**src/rtl/fetch_seq.sv**
```systemverilog
// fetch_seq: owns the architectural PC and issues one instruction-memory request at a time.
// Optional jr target alignment check is compiled in with `define PC_ALIGN_CHK_EN.
module fetch_seq #(
    parameter logic [31:0] RESET_PC = 32'h0000_3000,
    parameter logic [31:0] EXC_PC   = 32'h0000_4180
) (
    input  logic        clk,
    input  logic        reset,
    input  logic        stall,
    input  logic        redir_valid,
    input  logic [1:0]  redir_op,
    input  logic [31:0] redir_pc4,
    input  logic [25:0] redir_imm26,
    input  logic [31:0] redir_rs,
    input  logic        br_taken,
    output logic        imem_req,
    output logic [31:0] imem_addr,
    input  logic        imem_ack,
    input  logic [31:0] imem_rdata,
    output logic        if_valid,
    output logic [31:0] if_pc,
    output logic [31:0] if_instr,
    output logic        misalign
);

    localparam logic [1:0] ST_ISSUE = 2'd0;
    localparam logic [1:0] ST_WAIT  = 2'd1;
    localparam logic [1:0] ST_HOLD  = 2'd2;

    localparam logic [1:0] OP_BR = 2'b00;
    localparam logic [1:0] OP_J  = 2'b01;
    localparam logic [1:0] OP_JR = 2'b10;

    typedef struct packed {
        logic        vld;
        logic [31:0] pc;
    } redir_t;

    logic [1:0]  state;
    logic [31:0] pc;
    redir_t      pend;

    logic        redir_take;
    logic        jr_mis;
    logic [31:0] br_tgt;
    logic [31:0] j_tgt;
    logic [31:0] redir_tgt;

    // Not-taken branches and the reserved op never disturb the fetch stream.
    always_comb begin
        br_tgt     = redir_pc4 + {{14{redir_imm26[15]}}, redir_imm26[15:0], 2'b00};
        j_tgt      = {redir_pc4[31:28], redir_imm26, 2'b00};
        redir_take = redir_valid &&
                     ((redir_op == OP_BR && br_taken) || redir_op == OP_J || redir_op == OP_JR);
`ifdef PC_ALIGN_CHK_EN
        jr_mis     = redir_take && redir_op == OP_JR && redir_rs[1:0] != 2'b00;
`else
        jr_mis     = 1'b0;
`endif
        case (redir_op)
            OP_BR:   redir_tgt = br_tgt;
            OP_J:    redir_tgt = j_tgt;
            default: redir_tgt = redir_rs;
        endcase
        if (jr_mis)
            redir_tgt = EXC_PC;
    end

    always_ff @(posedge clk or posedge reset) begin
        if (reset) begin
            state     <= ST_ISSUE;
            pc        <= RESET_PC;
            pend      <= '0;
            imem_req  <= 1'b0;
            imem_addr <= '0;
            if_valid  <= 1'b0;
            if_pc     <= '0;
            if_instr  <= '0;
        end else begin
            imem_req <= 1'b0;
            case (state)
                ST_ISSUE: begin
                    if_valid <= 1'b0;
                    if (redir_take) begin
                        pc <= redir_tgt;
                    end else if (!stall) begin
                        // Low bits masked so an unaligned jr target still fetches a word.
                        imem_req  <= 1'b1;
                        imem_addr <= {pc[31:2], 2'b00};
                        state     <= ST_WAIT;
                    end
                end
                ST_WAIT: begin
                    if_valid <= 1'b0;
                    if (imem_ack) begin
                        pend.vld <= 1'b0;
                        if (redir_take) begin
                            pc    <= redir_tgt;
                            state <= ST_ISSUE;
                        end else if (pend.vld) begin
                            pc    <= pend.pc;
                            state <= ST_ISSUE;
                        end else begin
                            if_valid <= 1'b1;
                            if_pc    <= pc;
                            if_instr <= imem_rdata;
                            if (stall) begin
                                state <= ST_HOLD;
                            end else begin
                                pc    <= pc + 32'd4;
                                state <= ST_ISSUE;
                            end
                        end
                    end else if (redir_take) begin
                        // Latest redirect wins until the in-flight response returns.
                        pend.vld <= 1'b1;
                        pend.pc  <= redir_tgt;
                    end
                end
                ST_HOLD: begin
                    if (redir_take) begin
                        if_valid <= 1'b0;
                        pc       <= redir_tgt;
                        state    <= ST_ISSUE;
                    end else if (!stall) begin
                        if_valid <= 1'b0;
                        pc       <= pc + 32'd4;
                        state    <= ST_ISSUE;
                    end
                end
                default: state <= ST_ISSUE;
            endcase
        end
    end

`ifdef PC_ALIGN_CHK_EN
    logic mis_q;

    always_ff @(posedge clk or posedge reset) begin
        if (reset)
            mis_q <= 1'b0;
        else
            mis_q <= jr_mis;
    end

    assign misalign = mis_q;
`else
    assign misalign = 1'b0;
`endif

endmodule

```
**config.mk**
```make
export PLATFORM = sky130hd
export DESIGN_NAME = fetch_seq
export DESIGN_NICKNAME = d
export VERILOG_FILES = /design/src/rtl/fetch_seq.sv
export SDC_FILE = /design/constraint.sdc
export NUM_CORES = 1
export LEC_CHECK = 0
export CAP_MARGIN = 20
export CORE_UTILIZATION = 50
export CTS_CLUSTER_DIAMETER = 60
export DETAILED_ROUTE_END_ITERATION = 6
export PLACE_DENSITY_LB_ADDON = 0.12
export SYNTH_ARGS = -nofsm -noshare
export SYNTH_HDL_FRONTEND = slang
export SYNTH_SLANG_ARGS = --single-unit
export TNS_END_PERCENT = 30
```
**constraint.sdc**
```tcl
create_clock -name clk -period 5.6 [get_ports clk]
set_input_delay 0.56 -clock clk [delete_from_list [all_inputs] [get_ports clk]]
set_output_delay 0.56 -clock clk [all_outputs]
set_load 0.05 [all_outputs]
```
### Track usage over the die

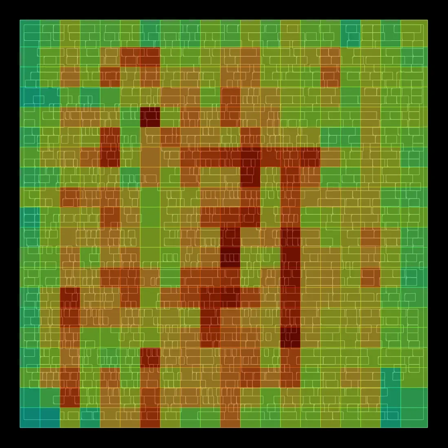
WL per Instance: 18.3 µm
GR met3 Demand/Resource: 0.0585
global route hottest layer: met2
M1 GR Usage: 0.383
GR Util met2: 0.403

### Metal 2

Cells faint in the background.
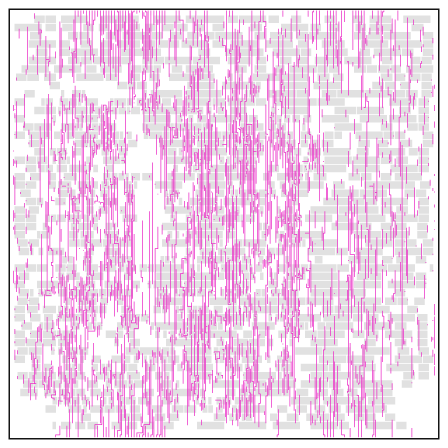
- share of all routed wire: 43%
- main direction: vertical

### The metal 1 layer

Supply wires on this layer in gray. Cells faint in the background.
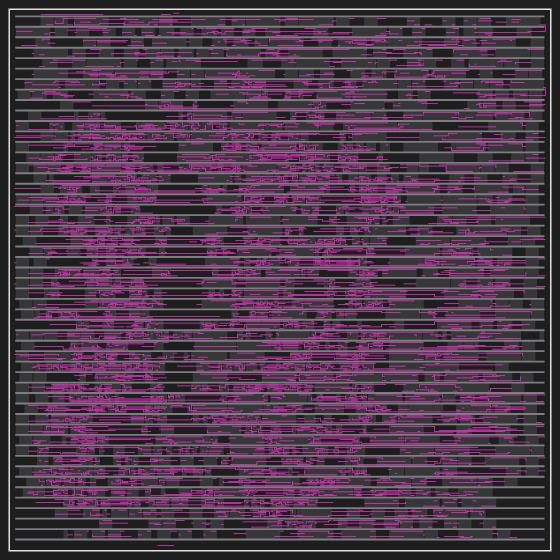
- wire length on this layer: 12,200 µm
- longest straight run: 40.5 µm
- main direction: horizontal
drt total wl: 25,800 µm
DR vias: 8,193

==> out/metrics.cfg <==
[setup_path]
crit_slowest_cell = clkdlybuf4s50_1
required_ns = 5.86
rr_endpoint = pc[28]$_DFFE_PP0P_
start_kind = primary input
critPathArrivalTime_ns = 3.89
crit_type = in2reg
r2r_setup_slack_ns = 2.63
cp-end-kind = register
cp_num_cells = 11
crit_chain = clkdlybuf4s50_1, ha_1, and2_1, and3_1, nor2b_1, or3_1, o21bai_1, nand3b_1, nor3b_1, o31ai_1, a32oi_1
reg2reg_depth = 10
cp_max_fo = 19
endpoint = pc[25]$_DFFE_PP0P_
crit_family = simple AND/OR/NAND/NOR gates

[finish]
final-seq-area_mm2 = 0.00408
buffers = 237
antenna_cells = 0
largest_register_ff_count = 33
fin_cells = 1411
layout.cells.most_common = clkdlybuf4s50_1
seq_area_frac = 0.325
buffer_area_frac = 0.188
inv_count = 16
final-clk-cell-share = 0.0472
logic_area_mm2 = 0.00516
largestClassByArea = logic gates

[synth]
ys_ff = 163
synth_chip_area_mm2 = 0.00957
ys_async_sr_fraction = 1.00
synth-edff-count = 0
ys_warn_count = 0
mux_share = 0.127
synth_top_cell_by_area = dfrtp_1
yosysUniqueCellTypes = 85
postSynthAreaPerCell_um2 = 9.92
yosys.cell_count.top_type = dfrtp_1
top_cell_area_share = 0.421
logic_family = AND-OR/OR-AND gates
ys_sh_simple = 0.127
synth.cellmix.compoundShare = 0.193

[place]
dp_slack_ns = 1.63
dpl.cell_count = 1379
placed_cell_area_mm2 = 0.0120
gp_congestion = 0.897

[final_timing]
layout_setup_ws_ns = 1.97
slew_violations = 0
fin_setup_tns_ns = 0
finalHoldViolCount = 0
setup_violations = 0
fin_skew_ns = 0.00861
rsz0062_at_grt = no

[power]
pwr-share-comb = 0.530
comb_power_mw = 3.81
sequentialPowerShare = 0.307
intPower_mw = 3.89
powerDensity_mw_per_mm2 = 572
irDropWorstVdd_v = 0.000254
p_clk_mw = 1.17
clkPwrFrac = 0.162
p_seq_mw = 2.21
p_leak_nw = 5.30
finalPower_mw = 7.18
maxPowerGroup = combinational cells

[clock_tree]
cts_buffer_depth = 2
cts_hold_buf = 0
clk_latency_ns = 0.42
clock_sinks = 163
clkTransAtPathRegs_ns = 0.06
cts-buffers-inserted = 17

[min_path]
min_path_cells = 2
min_path_type = reg2reg

[route]
dr_wl_met3_um = 1980
met1Wirelength_um = 12200
drt_iter0_drc = 534
top_layer = met4
drcViolationCount = 0
viasPerCell = 5.81

[global_routing]
grt_max_degree = 85
grt_pass1_wl_um = 41400
globalRoute.totalOverflow = 0
grt_util_all_layers = 0.269
grt_pass1_vias = 7822

[outcome]
outcome = finished, final reports clean

[die]
dieArea_mm2 = 0.0197
fp.dieW_um = 140
fp_util = 0.512
rows = 50
die_h_um = 140

[flow_run]
cap_violations = 0

No activity file was given, so power comes from the tool's default toggle rates.
